File: src/rtl/jtag_cmd_rx.sv
// Host-to-target command receiver for the JTAG UART debug link: sync hunt, opcode plus
// 40-bit little-endian payload, XOR checksum, local halt/step or valid/ack hand-off.
module jtag_cmd_rx #(
    parameter int          TIMEOUT_CYCLES = 25_000_000,
    parameter logic [7:0]  SYNC_BYTE      = 8'hA5
) (
    input  logic        CLK_50,
    input  logic        RESET,
    input  logic [7:0]  RX_DATA,
    input  logic        RX_VALID,
    output logic        RX_READY,
    output logic        CMD_VALID,
    output logic [7:0]  CMD_OP,
    output logic [39:0] CMD_DATA,
    input  logic        CMD_ACK,
    output logic        HALT,
    output logic        STEP,
    output logic        ERR_CSUM,
    output logic        ERR_TIMEOUT
);

    localparam int              CNT_W    = $clog2(TIMEOUT_CYCLES) + 1;
    localparam logic [CNT_W-1:0] CNT_TERM = CNT_W'(TIMEOUT_CYCLES - 1);

    localparam logic [7:0] OP_HALT = 8'h01;
    localparam logic [7:0] OP_STEP = 8'h02;

    typedef enum logic [2:0] {
        S_IDLE,
        S_OP,
        S_DATA,
        S_CSUM,
        S_PEND
    } state_t;

    state_t           state;
    logic [7:0]       op_q;
    logic [7:0]       xor_q;
    logic [39:0]      data_q;
    logic [2:0]       idx;
    logic [CNT_W-1:0] tmo_cnt;
    logic             accept;

    assign accept = RX_VALID && RX_READY;

    // NOTE: all state is updated with non-blocking assignments so every branch sees
    // the pre-edge values, whatever order the statements appear in.
    always_ff @(posedge CLK_50) begin
        if (RESET) begin
            state       <= S_IDLE;
            op_q        <= '0;
            xor_q       <= '0;
            data_q      <= '0;
            idx         <= '0;
            tmo_cnt     <= '0;
            RX_READY    <= 1'b1;
            CMD_VALID   <= 1'b0;
            CMD_OP      <= '0;
            CMD_DATA    <= '0;
            HALT        <= 1'b0;
            STEP        <= 1'b0;
            ERR_CSUM    <= 1'b0;
            ERR_TIMEOUT <= 1'b0;
        end else begin
            STEP        <= 1'b0;
            ERR_CSUM    <= 1'b0;
            ERR_TIMEOUT <= 1'b0;

            case (state)
                S_IDLE: begin
                    tmo_cnt <= '0;
                    if (accept && RX_DATA == SYNC_BYTE) begin
                        state <= S_OP;
                    end
                end

                S_OP, S_DATA, S_CSUM: begin
                    // An accepted byte beats the terminal count and restarts the gap timer.
                    if (accept) begin
                        tmo_cnt <= '0;
                        if (state == S_OP) begin
                            op_q  <= RX_DATA;
                            xor_q <= RX_DATA;
                            idx   <= '0;
                            state <= S_DATA;
                        end else if (state == S_DATA) begin
                            data_q[{idx, 3'b000} +: 8] <= RX_DATA;
                            xor_q <= xor_q ^ RX_DATA;
                            idx   <= idx + 3'd1;
                            if (idx == 3'd4) begin
                                state <= S_CSUM;
                            end
                        end else begin
                            state <= S_IDLE;
                            if (RX_DATA != xor_q) begin
                                ERR_CSUM <= 1'b1;
                            end else if (op_q == OP_HALT) begin
                                HALT <= data_q[0];
                            end else if (op_q == OP_STEP) begin
                                STEP <= 1'b1;
                            end else begin
                                CMD_OP    <= op_q;
                                CMD_DATA  <= data_q;
                                CMD_VALID <= 1'b1;
                                RX_READY  <= 1'b0;
                                state     <= S_PEND;
                            end
                        end
                    end else if (tmo_cnt >= CNT_TERM) begin
                        tmo_cnt     <= '0;
                        ERR_TIMEOUT <= 1'b1;
                        state       <= S_IDLE;
                    end else begin
                        tmo_cnt <= tmo_cnt + 1'b1;
                    end
                end

                S_PEND: begin
                    tmo_cnt <= '0;
                    if (CMD_ACK) begin
                        CMD_VALID <= 1'b0;
                        RX_READY  <= 1'b1;
                        state     <= S_IDLE;
                    end
                end

                default: begin
                    state    <= S_IDLE;
                    RX_READY <= 1'b1;
                end
            endcase
        end
    end

endmodule

File: config.mk
export PLATFORM = sky130hd
export DESIGN_NAME = jtag_cmd_rx
export DESIGN_NICKNAME = d
export VERILOG_FILES = /design/src/rtl/jtag_cmd_rx.sv
export SDC_FILE = /design/constraint.sdc
export NUM_CORES = 1
export LEC_CHECK = 0
export CORE_MARGIN = 2
export CORE_UTILIZATION = 40
export CTS_BUF_LIST = sky130_fd_sc_hd__clkbuf_4 sky130_fd_sc_hd__clkbuf_8
export DETAILED_ROUTE_END_ITERATION = 8
export PLACE_DENSITY = 0.62
export SYNTH_ARGS = -nofsm -noshare
export SYNTH_HDL_FRONTEND = slang
export SYNTH_SLANG_ARGS = --single-unit
File: constraint.sdc
create_clock -name CLK_50 -period 3.6 [get_ports CLK_50]
set_input_delay 0.9 -clock CLK_50 [delete_from_list [all_inputs] [get_ports CLK_50]]
set_output_delay 0.9 -clock CLK_50 [all_outputs]
set_load 0.02 [all_outputs]
**Cell sizes after repair**

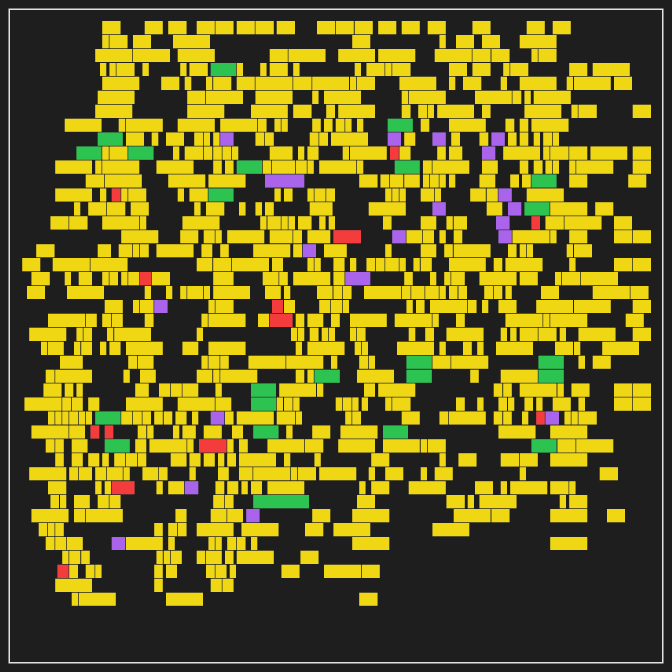
drive 2 -> red  # cells 13, share 1.7%, most used clkinv_2
drive 1 or less -> yellow  # cells 710, share 93%, most used dfxtp_1
drive 6 and up -> green  # cells 23, share 3.0%, most used clkbuf_8
drive 3 to 4 -> purple  # cells 20, share 2.6%, most used buf_4

**Signal metal coverage by tile**

25 x 25 tiles, from dark blue (low) to red (high), scaled to the fullest tile. Values are wire area over tile area, all layers added.
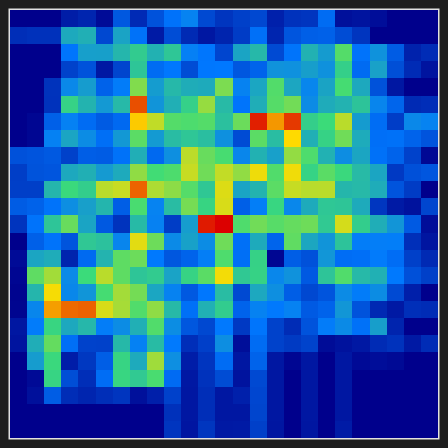
tiles over half the peak = 15%
emptiest ninth of the die = south-east
mean over tiles = 0.15
densest ninth of the die = center
fullest tile = 0.58

==> notes.md <==
yosys + openroad results -> Post-synth top cells=142 x dfxtp_1, 93 x nor2_1, 92 x nand2_1, 69 x mux2i_1, Total Negative Setup Slacks=0 ns, TritonCTS clock tree=built, area leader, netlist=dfxtp_1, post-route cell area=7260 um2, placed cells=923, adder share=1.44%, Detail Route Antenna Nets=0, Max Slew Vio Count=0, synth top area cells=dfxtp_1 47%, mux2i_1 11%, nor2_1 5.7%, vias in the first global route=4994, Worst slew margin=37.8%, reg2reg end=data_q[37], Area after DPL=6880 um2, logic gate share of total power=9.0%, top sig layer=met4, FP Util=40.4%, H-tree levels=4, bufs w/o clock=80, Top Layout Cells=142 x dfxtp_1, 93 x nor2_1, 92 x nand2_1, yosys aoi share=10.4%, area fraction in mux cells=11.4%, critical path class=input port to register, Routability Congestion=0.865, wire length per cell=16.0 um, Detailed Routing Iterations Pass 1=5, yosys stat cell total=699, Leak=0.00279 uW, hold worst-path end=data_q[10], fmax=351 MHz, # diodes=0, Worst Hold Class=register to register, HPWL Detailed=10.5 mm, Critical Path End=CMD_DATA[6], grt met2 use=31.8%, met3 WL post-DR=835 um, num rows=45, postcts setup bufs=0, register area=2840 um2, status=finished clean, initial antenna violation count=0, reg2reg start=idx[0], slowest CP cell=or4b_4, cells along the critical path=clkdlybuf4s50_1 -> and3_1 -> nand2_1 -> or4b_4 -> mux2i_1 -> nor2_1, Dominant flop cell=dfxtp_1, CTS Buf Count=17, Gate Area=3000 um2, Synthesized registers=142, mean post-synth cell area=8.69 um2, Hold Violations, Final=0, Post-synth EDFFs=0, gr busiest metal=met2, Fill cells=1455, Die ar.=16200 um2, Critical Path End Type=register, layout clock buffer count=24, Avg Vias per Cell=5.47, Reg2Reg Depth=10, area reported by Yosys stat=6070 um2, MaxCap Viol Count=0, total power=3130 uW
**Cell outlines without signal wires**

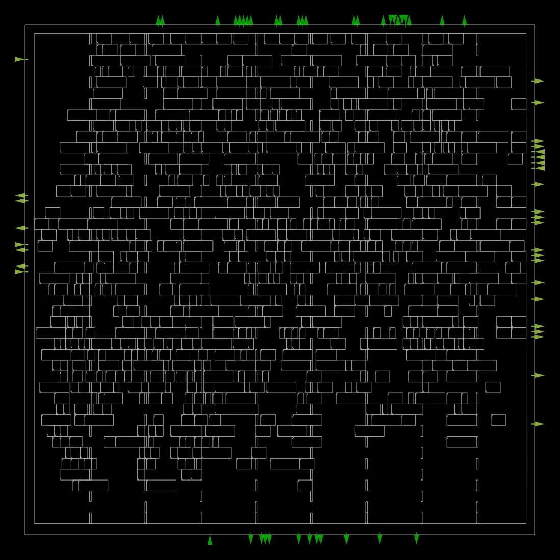
tap cells: 188
Flops: 142
Final Non-Filler Cells: 954
Core Region: 15000 um2

**Clock network drawn from the DEF**

Bar = 50 um.
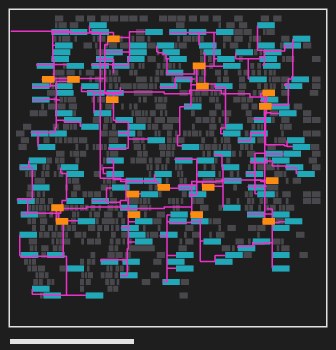
cells driving clock nets -> orange  # count 17
flip-flops -> cyan  # count 142
clock wires -> magenta  # length 1660 um
flops lie = spread over the die

registers in the layout, summed over array words and instances (netlist names):
register     flops
HALT             1
CMD_OP           8
RX_READY         1
ERR_CSUM         1
idx              3
CMD_VALID        1
ERR_TIMEOUT      1
data_q          40
op_q             8
CMD_DATA        40
xor_q            8
state            3
STEP             1
tmo_cnt         26
cell families (layout without fill, tap and decap cells):
group,Yosys count,in the layout
XOR/XNOR,14,14
AND-OR/OR-AND,104,104
AND/OR/NAND/NOR,309,309
multiplexers,69,69
adder cells (fa/ha/maj),7,7
buffers and inverters,54,121
flip-flops,142,142
power by group through the flow:
stage                     Clock [uW]  Sequential (uW)  Combinational [uW]
after detailed placement           0             1680                 278
after global routing            1310             1650                 309
final                           1200             1640                 280
after CTS                       1240             1640                 278
after global placement             0             1670                 269
after floorplan                    0             1660                 210
Power is estimated from default activity; no workload was simulated.
